Design alu_result_packer, sky130hd; sources not shown.
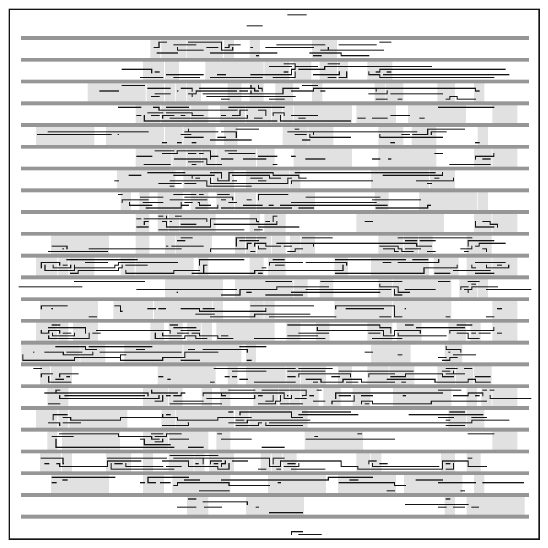
*Met1 routing, run 1*
Scale: 8 px per µm. Supply wires on this layer in gray.
- main direction: horizontal
- longest straight run: 25.3 µm
routed wire length: 4900 µm
vias: 1752
GR Layer Usage met1: 31.5%

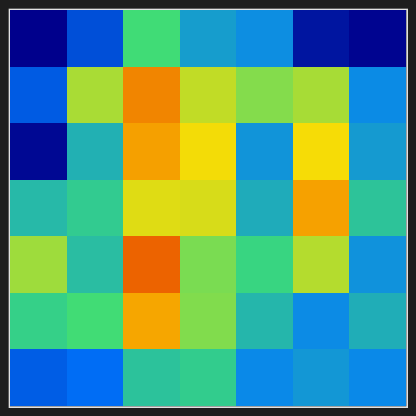
*Local utilization, run 1*
Scale: 6 px per µm. The die is cut into 7 by 7 equal tiles; dark blue is low, red is high, 0 to 100% covered.
- tiles over 75% full: 10%
- nearly empty tiles: 6.1%
- fullest tile: 89%
- densest ninth of the die: middle
- mean over tiles: 45%
floorplan utilization: 54.0%
final core occ: 53.6%
core area: 0.00380 mm²

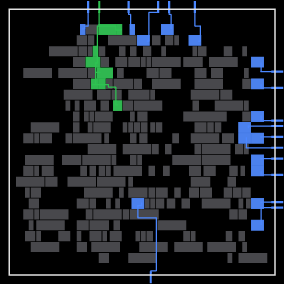
*Nets reached from selected ports, run 1*
Scale: 4 px per µm.
- shift_flag: green (direction input; edge top; end cells 8; buffers 0; wire 39.1 µm)
- logic_out: blue (direction input; edge 10 right, 5 top, 1 bottom; end cells 16; buffers 0; wire 109 µm)
port bufs: 0
Ports: 86

==> results.yml, run 1 <==
# flow metrics
floorplan:
  rows: 22
  die_x_um: 66.1
  chipArea_mm2: 0.00436
  die_h_um: 66.1
detailed_routing:
  post-route-drc-count: 0
  ant_nets: 0
  routedWlPerCell_um: 18.3
  drt-initial-drc-count: 83
  vias_per_cell: 6.56
  drtPass1Iterations: 4
worst_setup_path:
  ff2ff_path_depth: 4
  arrival_ps: 2690
  path_class: "primary input to flip-flop"
  start_kind: "primary input"
  regToRegSetupSlack_ps: 1670
  worstPathMaxFanout: 12
  cp.required_ps: 4220
  critical_path.endpoint_type: "flip-flop"
cts:
  post-cts-setup-buffers: 0
  cts_sinks: 40
  cts-htree-levels: 2
  cts_tree: "built"
  cts_hold_buf: 0
  cts-buffers-inserted: 5
  clk_pin_slew_worst_paths_ps: 70
  cts_resized: 0
  clk_path_buf_depth: 2
  cts_root_buf: "clkbuf_8"
  clk_latency_ps: 300
hold_path:
  hp-class: "flip-flop to flip-flop"
  min_path_cells: 1
timing:
  worst_pin_slew_ps: 1070
  maxSlewHeadroom_pct: 28.6
  setup_viol: 0
  slew_violations: 0
  period_used_pct: 63.4
  fin_setup_tns_ps: 0
  rsz0062_at_grt: "false"
  period_minus_slack_ps: 2660
  timing.fmax_mhz: 376
  hold_violations: 0
layout:
  drive_gt1_share_pct: 7.31
  fin_nets: 293
  diodes: 0
  largest_reg_flops: 32
  area_growth_pct: -0.854
synth:
  syn-cell-area_mm2: 0.00205
  yosys_cells: 243
  post-synth-top-area-cell: "dfxtp_1"
  aoi_share_pct: 27.7
  flop_cell: "dfxtp_1"
  synth-async-reset-ratio_pct: 0
  edf_count: 0
  logic_family: "AND-OR/OR-AND gates"
  yosysWarnings: 0
  yosysMostFrequentCell: "dfxtp_1"
  yosysChipArea_mm2: 0.00205
  synthTopCellsByArea: "dfxtp_1 39%, a221oi_1 10%, nor2_1 6.6%"
  ys.flops: 40
  synth_cells: 243
  yosys.area_share.adder_pct: 1.71
  ys_sh_xor_pct: 0
  syn_avg_cell_area_um2: 8.44
  postSynthSeqShare_pct: 39.0
  synth.mux.area_fraction_pct: 1.22
  synth.cellmix.simpleShare_pct: 19.5
  fp_nets: 318
  synth.distinct_cells: 34
  top_cell_area_share_pct: 39.0
  common_cells: "40 x dfxtp_1, 36 x nor2_1, 24 x a221oi_1"
grt:
  met2_usage_pct: 35.8
  grtUsageTotal_pct: 24.3
  grt_overflow: 0
  grt_max_degree: 44
  antenna_found_initial: 0
  met3_usage_pct: 6.38
  grt_pass1_vias: 1611
  grt_pass1_wl_um: 7840
  busiest_layer: "met2"
power:
  p_leak_nw: 0.738
  powerDensity_mw_per_mm2: 419
  p_total_uw: 852
  ir_drop_uv: 216
outcome:
  outcome: "complete, no violations"
flow_run:
  drv_cap: 0
  warnings: 27
placement:
  place.gp.congestion: 0.786
  dp_hpwl_um: 3440
[run 1: cells by family after synthesis]
| kind of cell | after synthesis |
|---|---|
| compound gates | 78 |
| fa+ha+maj | 3 |
| simple gates | 81 |
| flops | 40 |
| mux | 2 |
| buf+inv | 39 |
[run 1: report_power, final]
part,switching [mW],internal (mW),total [mW]
sequential,0.0319,0.407,0.439
clock,0.134,0.176,0.310
combinational,0.0570,0.0460,0.103
[run 1: worst max-delay path, stage by stage]
cell       delay [ps]
or4_4             520
mux2_4            330
nor2_1            600
o2bb2ai_1         180
[run 1: cell type report]
type                       instances  area, µm²
clock buffer                       5       68.8
inverter                           6       22.5
tap                               48       60.1
sequential                        40        801
timing repair buffer               1       7.51
fill                             386       1760
multi-input combinational        164       1030
clock inverter                     3       42.5
[run 1: through the flow]
step	instances	util, %	hold WS, ps	setup slack (ps)	cell area (µm²)
3_5_place_dp	259	50.6	247	1240	1920
2_1_floorplan	243	-	233	1560	2050
3_3_place_gp	259	50.6	245	1320	1920
4_1_cts	267	53.6	269	1540	2030
5_1_grt	267	53.6	285	1480	2030
6_report	267	53.6	269	1540	2030
[run 1: layout by cell type, fill, tap and decap left out, drive strengths merged, types with 3 or more instances in the layout]
cell type / n
dfxtp: 40
nor2: 36
a221oi: 24
a21oi: 23
or3: 14
o2bb2ai: 11
nor3: 10
a22oi: 8
nand2: 8
inv: 6
clkbuf: 5
o21ai: 4
nand3b: 3
nand2b: 3
o22ai: 3
[run 1: layer usage]
layer,part of all wire [%],wire length (µm)
met1,43,2120
met2,46,2270
met3,8.0,391
met4,2.4,118
met5,0,0
### Cell placement, run 1

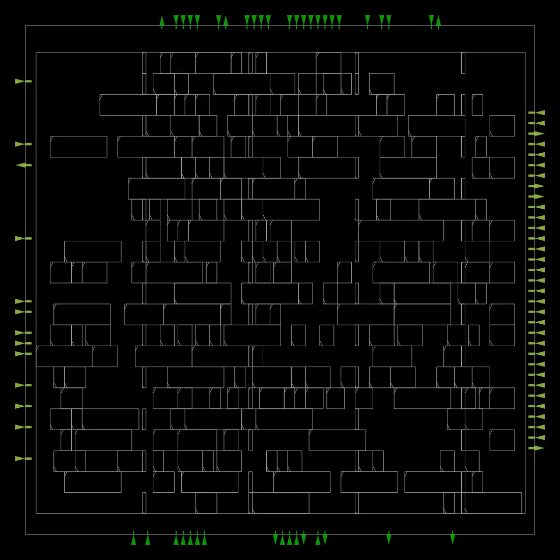

## Run 2: what changed since run 1
==> constraint.sdc (replaced) <==
create_clock -name clk -period 2.7 [get_ports clk]
set_clock_uncertainty 0.2 [all_clocks]
set_input_delay 0.675 -clock clk [delete_from_list [all_inputs] [get_ports clk]]
set_output_delay 0.675 -clock clk [all_outputs]
set_load 0.02 [all_outputs]
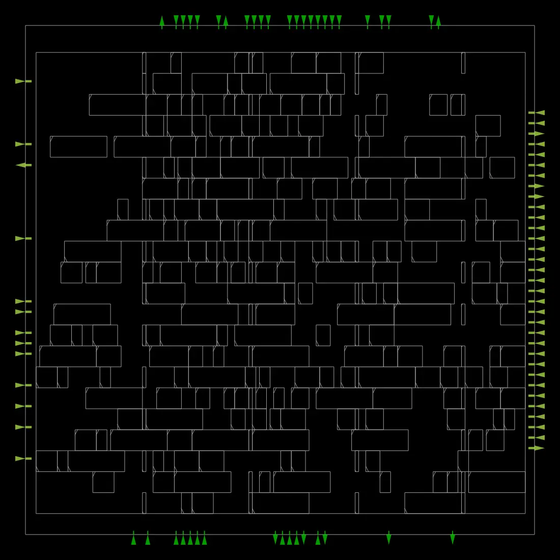
*Cell placement, run 2*
final core occ: 53.8%
Seq cells: 40

==> run 2 against run 1 <==
Utilization rose by 0.23 points. Die size did not move. Non-clock buffer count rose by 4. Critical path depth rose by 1. Worst hold slack got worse by 12 ps.
==> results.yml, run 2 <==
# flow metrics
outcome:
  outcome: "complete, no violations"
cts:
  cts_sinks: 40
  cts_hold_buf: 0
  cts-htree-levels: 2
  cts-buffers-inserted: 5
  cts_tree: "built"
  clk_path_buf_depth: 2
  clk_latency_ps: 280
  post-cts-setup-buffers: 0
  clk_pin_slew_worst_paths_ps: 70
  cts_root_buf: "clkbuf_8"
  cts_resized: 0
worst_setup_path:
  arrival_ps: 2090
  critical_path.endpoint_type: "flip-flop"
  cp.required_ps: 2720
  path_class: "primary input to flip-flop"
  worstPathMaxFanout: 12
  regToRegSetupSlack_ps: 690
  start_kind: "primary input"
  ff2ff_path_depth: 5
synth:
  yosys_cells: 243
  flop_cell: "dfxtp_1"
  post-synth-top-area-cell: "dfxtp_1"
  yosysWarnings: 0
  common_cells: "40 x dfxtp_1, 36 x nor2_1, 24 x a221oi_1"
  yosysChipArea_mm2: 0.00205
  top_cell_area_share_pct: 39.0
  ys.flops: 40
  syn_avg_cell_area_um2: 8.44
  synth.distinct_cells: 34
  postSynthSeqShare_pct: 39.0
  synthTopCellsByArea: "dfxtp_1 39%, a221oi_1 10%, nor2_1 6.6%"
  fp_nets: 318
  synth-async-reset-ratio_pct: 0
  synth_cells: 243
  syn-cell-area_mm2: 0.00205
  yosysMostFrequentCell: "dfxtp_1"
  edf_count: 0
grt:
  grtUsageTotal_pct: 23.4
  grt_pass1_wl_um: 7800
  grt_overflow: 0
  busiest_layer: "met2"
  met2_usage_pct: 35.8
  use_met1_pct: 31.5
  met3_usage_pct: 5.86
  grt_max_degree: 44
  grt_pass1_vias: 1567
  antenna_found_initial: 0
timing:
  hold_violations: 0
  worst_pin_slew_ps: 713
  rsz0062_at_grt: "false"
  timing.fmax_mhz: 482
  period_minus_slack_ps: 2070
  maxSlewHeadroom_pct: 52.3
  fin_setup_tns_ps: 0
  period_used_pct: 76.8
  slew_violations: 0
  setup_viol: 0
detailed_routing:
  post-route-drc-count: 0
  finalWirelength_um: 4880
  ant_nets: 0
  routedWlPerCell_um: 18.0
  drtPass1Iterations: 4
  vias: 1759
  drt-initial-drc-count: 103
  vias_per_cell: 6.49
placement:
  io_buffers: 0
  place.gp.congestion: 0.803
  dp_hpwl_um: 3430
floorplan:
  die_h_um: 66.1
  die_x_um: 66.1
  io_pins: 86
  fp_util_pct: 54.0
  core-area_mm2: 0.00380
  chipArea_mm2: 0.00436
hold_path:
  hp-class: "primary input to flip-flop"
  min_path_cells: 1
layout:
  layout_top_cells: "40 x dfxtp_1, 36 x nor2_1, 24 x a221oi_1"
  drive_gt1_share_pct: 8.07
  largest_reg_flops: 32
  diodes: 0
  area_growth_pct: -0.427
  fin_nets: 297
  lay_top_count: "dfxtp_1"
flow_run:
  drv_cap: 0
  warnings: 27
power:
  p_leak_nw: 0.751
  ir_drop_uv: 348
  powerDensity_mw_per_mm2: 613
  p_total_mw: 1.25
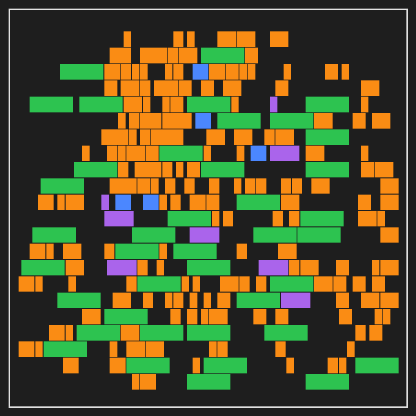
*Cells colored by class, run 2*
Scale: 6 px per µm.
- registers: green (cells 40; share of their area 40%)
- remaining buffers and delay cells: blue (cells 5; share of their area 1.9%)
- remaining logic cells: orange (cells 170; share of their area 53%)
- clock drivers and dummy loads: purple (cells 8; share of their area 4.5%)
fin area: 0.00204 mm²
row count: 22
fraction of area in registers: 39.2%

## run 2: cell families after synthesis
family | after synthesis | share of synthesized area (%)
compound gates | 78 | 27.7
flops | 40 | 39.0
fa+ha+maj | 3 | 1.71
buf+inv | 39 | 10.9
simple gates | 81 | 19.5
mux | 2 | 1.22
## run 2: report_power, final
group | total (mW) | internal, mW | leakage [nW] | switching (mW)
combinational | 0.167 | 0.0756 | 0.375 | 0.0912
sequential | 0.682 | 0.634 | 0.330 | 0.0478
clock | 0.403 | 0.208 | 0.0455 | 0.195
## run 2: cell type report
| class | instances | area [µm²] |
|---|---|---|
| Tap cell | 48 | 60.1 |
| Inverter | 6 | 22.5 |
| Fill cell | 363 | 1760 |
| Multi-Input combinational cell | 164 | 1030 |
| Clock buffer | 8 | 90.1 |
| Sequential cell | 40 | 801 |
| Timing Repair Buffer | 5 | 37.5 |
## run 2: layer usage
layer	vias up	share of wire (%)
li1	851	-
met1	838	46
met2	65	47
met3	5	6.6
met4	0	0.98
met5	-	0
## run 2: critical path: stages
cell and delay [ps]:
or4_4 530, mux2_4 330, nor2_1 220, buf_4 210, o2bb2ai_1 120
## run 2: per-stage QoR
stage	instances	hold slack (ps)	cell area (µm²)	util, %	worst slack, ps
finish	271	256	2040	53.8	626
global route	271	240	2040	53.8	543
CTS	271	245	2040	53.8	613
detailed placement	263	251	1950	51.4	310
global placement	263	245	1950	51.4	383
floorplan	243	233	2050	-	435
Power figures rest on the tool's default switching activity, not on a simulated workload.
